## src/rtl/kf_phase_sequencer.sv

```systemverilog
// Purpose : sequences the Kalman predict/update phases for programmable cycle counts.
// Latency : predict_en rises the cycle after the start edge; done follows the last enable cycle.
// Backpr. : no handshake; a start while busy is dropped and raises the sticky overrun flag.
//
// Ports:
//   clk, n_rst              - clock (rising edge) and async active-low reset
//   start, abort            - iteration request / synchronous abort
//   predict_len, update_len - phase lengths in cycles, latched on accepted start
//   busy, phase             - activity flag and current phase (0 IDLE,1 PREDICT,2 UPDATE,3 DONE)
//   predict_en, update_en   - per-cycle enables for the arithmetic units
//   cycle_idx               - 1-based cycle index within PREDICT/UPDATE, 0 otherwise
//   done, overrun           - completion pulse / sticky dropped-start flag
//   iter_count              - completed iterations, wrapping
module kf_phase_sequencer #(
  parameter int CNT_BITS = 8
) (
  input  logic                clk,
  input  logic                n_rst,
  input  logic                start,
  input  logic                abort,
  input  logic [CNT_BITS-1:0] predict_len,
  input  logic [CNT_BITS-1:0] update_len,
  output logic                busy,
  output logic [1:0]          phase,
  output logic                predict_en,
  output logic                update_en,
  output logic [CNT_BITS-1:0] cycle_idx,
  output logic                done,
  output logic                overrun,
  output logic [CNT_BITS-1:0] iter_count
);

  typedef enum logic [1:0] {
    S_IDLE    = 2'd0,
    S_PREDICT = 2'd1,
    S_UPDATE  = 2'd2,
    S_DONE    = 2'd3
  } state_t;

  localparam logic [CNT_BITS-1:0] ZERO = '0;
  localparam logic [CNT_BITS-1:0] ONE  = CNT_BITS'(1);

  state_t              r_state;
  logic [CNT_BITS-1:0] r_cycle_idx;
  logic [CNT_BITS-1:0] r_p_len;
  logic [CNT_BITS-1:0] r_u_len;
  logic [CNT_BITS-1:0] r_iter_count;
  logic                r_overrun;

  state_t              w_state_nxt;
  logic [CNT_BITS-1:0] w_cycle_idx_nxt;
  logic [CNT_BITS-1:0] w_p_len_nxt;
  logic [CNT_BITS-1:0] w_u_len_nxt;
  logic [CNT_BITS-1:0] w_iter_count_nxt;
  logic                w_overrun_nxt;

  always_ff @(posedge clk or negedge n_rst) begin
    if (!n_rst) begin
      r_state      <= S_IDLE;
      r_cycle_idx  <= ZERO;
      r_p_len      <= ZERO;
      r_u_len      <= ZERO;
      r_iter_count <= ZERO;
      r_overrun    <= 1'b0;
    end else begin
      r_state      <= w_state_nxt;
      r_cycle_idx  <= w_cycle_idx_nxt;
      r_p_len      <= w_p_len_nxt;
      r_u_len      <= w_u_len_nxt;
      r_iter_count <= w_iter_count_nxt;
      r_overrun    <= w_overrun_nxt;
    end
  end

  always_comb begin
    w_state_nxt      = r_state;
    w_cycle_idx_nxt  = r_cycle_idx;
    w_p_len_nxt      = r_p_len;
    w_u_len_nxt      = r_u_len;
    w_iter_count_nxt = r_iter_count;
    w_overrun_nxt    = r_overrun;

    // A start outside IDLE is dropped but remembered, even if abort is also high.
    if (start && (r_state != S_IDLE)) begin
      w_overrun_nxt = 1'b1;
    end

    case (r_state)
      S_IDLE: begin
        // Abort takes priority over start in IDLE: nothing is accepted.
        if (start && !abort) begin
          w_p_len_nxt   = predict_len;
          w_u_len_nxt   = update_len;
          w_overrun_nxt = 1'b0;
          // Zero-length phases are skipped outright, so the first state
          // depends on the freshly sampled lengths, not the latched ones.
          if (predict_len != ZERO) begin
            w_state_nxt     = S_PREDICT;
            w_cycle_idx_nxt = ONE;
          end else if (update_len != ZERO) begin
            w_state_nxt     = S_UPDATE;
            w_cycle_idx_nxt = ONE;
          end else begin
            w_state_nxt     = S_DONE;
            w_cycle_idx_nxt = ZERO;
          end
        end
      end

      S_PREDICT: begin
        if (abort) begin
          w_state_nxt     = S_IDLE;
          w_cycle_idx_nxt = ZERO;
        end else if (r_cycle_idx == r_p_len) begin
          if (r_u_len != ZERO) begin
            w_state_nxt     = S_UPDATE;
            w_cycle_idx_nxt = ONE;
          end else begin
            w_state_nxt     = S_DONE;
            w_cycle_idx_nxt = ZERO;
          end
        end else begin
          // Equality exit above guarantees this never wraps, even at max length.
          w_cycle_idx_nxt = r_cycle_idx + ONE;
        end
      end

      S_UPDATE: begin
        if (abort) begin
          w_state_nxt     = S_IDLE;
          w_cycle_idx_nxt = ZERO;
        end else if (r_cycle_idx == r_u_len) begin
          w_state_nxt     = S_DONE;
          w_cycle_idx_nxt = ZERO;
        end else begin
          w_cycle_idx_nxt = r_cycle_idx + ONE;
        end
      end

      S_DONE: begin
        w_state_nxt     = S_IDLE;
        w_cycle_idx_nxt = ZERO;
        // An abort landing on DONE cancels the count, not the return to IDLE.
        if (!abort) begin
          w_iter_count_nxt = r_iter_count + ONE;
        end
      end

      default: begin
        w_state_nxt     = S_IDLE;
        w_cycle_idx_nxt = ZERO;
      end
    endcase
  end

  // All outputs are registers or decodes of the registered state.
  assign busy       = (r_state != S_IDLE);
  assign phase      = r_state;
  assign predict_en = (r_state == S_PREDICT);
  assign update_en  = (r_state == S_UPDATE);
  assign done       = (r_state == S_DONE);
  assign cycle_idx  = r_cycle_idx;
  assign overrun    = r_overrun;
  assign iter_count = r_iter_count;

endmodule

```

## config.mk

```make
export PLATFORM = sky130hd
export DESIGN_NAME = kf_phase_sequencer
export DESIGN_NICKNAME = d
export VERILOG_FILES = /design/src/rtl/kf_phase_sequencer.sv
export SDC_FILE = /design/constraint.sdc
export NUM_CORES = 1
export LEC_CHECK = 0
export CELL_PAD_IN_SITES_DETAIL_PLACEMENT = 0
export CELL_PAD_IN_SITES_GLOBAL_PLACEMENT = 1
export CORE_ASPECT_RATIO = 1.1
export CORE_MARGIN = 3
export CORE_UTILIZATION = 38
export DETAILED_ROUTE_END_ITERATION = 6
export PLACE_DENSITY_LB_ADDON = 0.1
export SLEW_MARGIN = 5
export SYNTH_ARGS = -nofsm -noshare
export SYNTH_HDL_FRONTEND = slang
export SYNTH_SLANG_ARGS = --single-unit
```

## constraint.sdc

```tcl
create_clock -name clk -period 1.88 [get_ports clk]
set_input_delay 0.282 -clock clk [delete_from_list [all_inputs] [get_ports clk]]
set_output_delay 0.282 -clock clk [all_outputs]
set_load 0.02 [all_outputs]
```

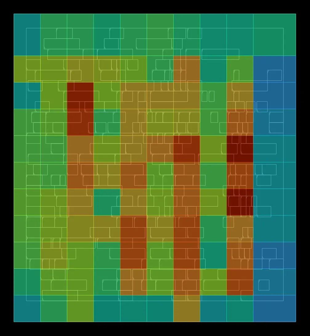
Figure 1: routing congestion map.
M3 GR Usage: 4.41%
Tot GR Track Use: 17.2%
GR Util met1: 19.6%

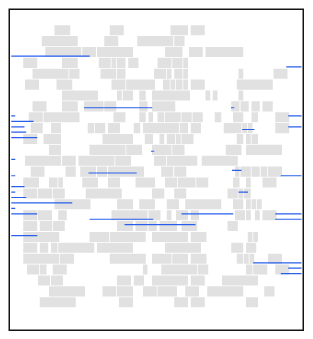
Figure 2: signal wires on met3.
Drawn at 4 px/µm. Cells faint in the background.
28 nets have wire on it. The longest straight run is 19.3 µm.

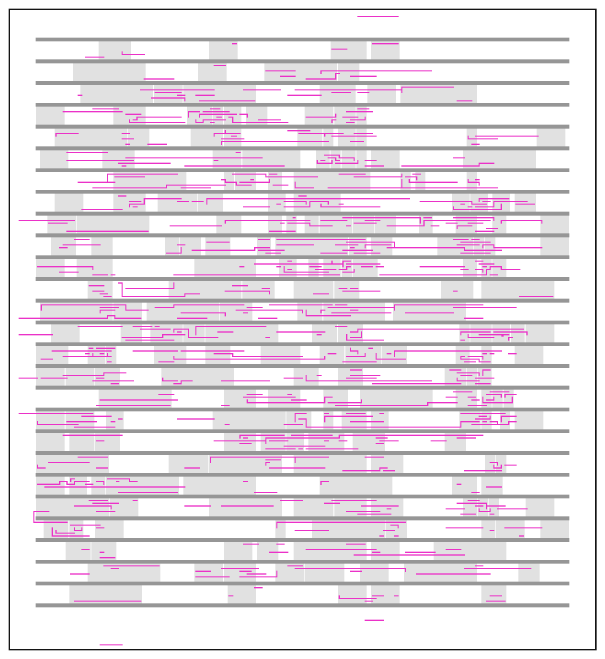
Figure 3: signal wires on met1.
Drawn at 8 px/µm. Supply wires on this layer in grey. Cells faint in the background.
The layer holds 42% of the routed length. The longest straight run is 25.3 µm. 221 nets have wire on it. The layer carries 1920 µm of wire.

==> flow_summary.json <==
{
  "worst_pin_slew_ns": 0.462,
  "wl_um": 4560,
  "vias": 1492,
  "yosys.area.top_type_share_pct": 46.5,
  "drv_slew": 0,
  "cts_root_buf": "clkbuf_8",
  "leakage_nw": 1.10,
  "synth_flops": 35,
  "floorplanUtilization_pct": 39.9,
  "io_buffers": 42,
  "area_growth_pct": 35.2,
  "comb_area_um2": 953,
  "core_area_um2": 4720,
  "place_inst": 278,
  "crit_type": "flop to output port",
  "cts_tree": "yes",
  "synthCells": 175,
  "routedWlPerCell_um": 16.0,
  "ys_warn_count": 0,
  "cp-start-kind": "flop",
  "htreeDepth": 2,
  "clock-sinks": 35,
  "skew_ns": 0.00521,
  "ios": 43,
  "yosysChipArea_um2": 1880,
  "synthArstFlopShare_pct": 100,
  "grt-ovfl-total": 0,
  "ys_types": 37,
  "grt_pass1_vias": 1618,
  "drtAntennaViolNets": 0,
  "powerDensity_nw_per_um2": 1310,
  "clk_pin_slew_ns": 0.07,
  "synth.area.top_cells": "dfrtp_1, mux2_2, xor2_1, nand2_1, xnor2_1",
  "setup_viol": 0,
  "die_h_um": 79.9,
  "fillers": 397,
  "clockBufferDepth": 2,
  "fin_nets": 251,
  "grt_max_degree": 36,
  "hold_violations": 0,
  "outcome": "complete, no violations",
  "antenna_found_initial": 0,
  "gp_congestion": 0.769,
  "drt_iter0_markers": 36
}
[metrics by stage]
step / setup WS, ns / instance area, µm² / total power [mW] / util (%)
floorplan: 0.135 / 1880 / 2.18 / -
global placement: -0.0621 / 2430 / 2.72 / 51.6
detailed placement: -0.0655 / 2430 / 2.77 / 51.6
CTS: 0.00881 / 2520 / 3.34 / 53.5
global route: 0.00478 / 2550 / 3.57 / 54.0
finish: 0.0739 / 2550 / 3.35 / 54.0
[cell type report]
type	instances	area share, %
clock buffers	6	3.24
clock inverters	1	0.196
inverters	4	0.589
multi-input cells	127	37.4
flip-flops and latches	35	34.5
well taps	56	2.75
repair buffers	56	21.3
[Yosys cell counts (all sizes together), types with 2 or more instances]
cell type	instances
or4	4
nand4	3
mux2	17
a31oi	2
nand2	19
nand3	5
buf	8
inv	4
nor3	2
nor2b	5
o21ai	7
nor4	6
xor2	18
a21oi	4
nor2	11
ha	2
xnor2	7
o211ai	3
and3	2
dfrtp	35
[timing repair]
| action | in CTS | in global routing |
|---|---|---|
| buffers inserted | 0 | 0 |
| pin swaps | 0 | 1 |
| hold endpoints to repair | 0 | 0 |
| hold buffers | 0 | 0 |
| endpoints found under the setup margin | 1 | 9 |
| gates resized | 1 | 6 |
[critical path, cell delays in order (launching register included)]
cell and delay, ns:
dfrtp_1 0.35, buf_4 0.13, inv_1 0.05, nor2_1 0.10
clkdlybuf4s50_1 0.61
[registers in the layout (all words and copies together) (netlist names)]
signal / cells
r_u_len: 8
overrun: 1
r_p_len: 8
iter_count: 8
phase: 2
cycle_idx: 8
[path summary, 6_finish.rpt]
check / depth (start not counted) / start / to
worst max-delay path: 4 / phase[1]$_DFFE_PN0P_ / update_en
min in group clk: 1 / iter_count[7]$_DFFE_PN0P_ / iter_count[7]$_DFFE_PN0P_
max in group asynchronous: 2 / n_rst / cycle_idx[1]$_DFFE_PN0P_
worst max register to register: 6 / cycle_idx[3]$_DFFE_PN0P_ / cycle_idx[4]$_DFFE_PN0P_
worst min register to register: 1 / iter_count[7]$_DFFE_PN0P_ / iter_count[7]$_DFFE_PN0P_
worst min-delay path: 2 / n_rst / cycle_idx[6]$_DFFE_PN0P_
[power by group]
group          total [mW]  internal (mW)  switching (mW)
Clock               0.547          0.287           0.260
Sequential           1.31           1.03           0.285
Combinational        1.49          0.756           0.734
[cell families after synthesis]
kind of cell | share of synthesized area (%)
simple gates | 18.4
flops | 46.5
xor+xnor | 11.6
compound gates | 8.03
mux | 10.2
buf+inv | 3.98
fa+ha+maj | 1.33
[routing by layer]
metal	track usage, %	routed length [µm]	vias to the layer above	part of all wire [%]
met5	0	0	-	0
met4	6.83	82	0	1.8
met3	4.41	202	9	4.4
met2	30.1	2360	36	52
met1	19.6	1920	731	42
li1	-	-	716	-
Power figures rest on the tool's default switching activity, not on a simulated workload.
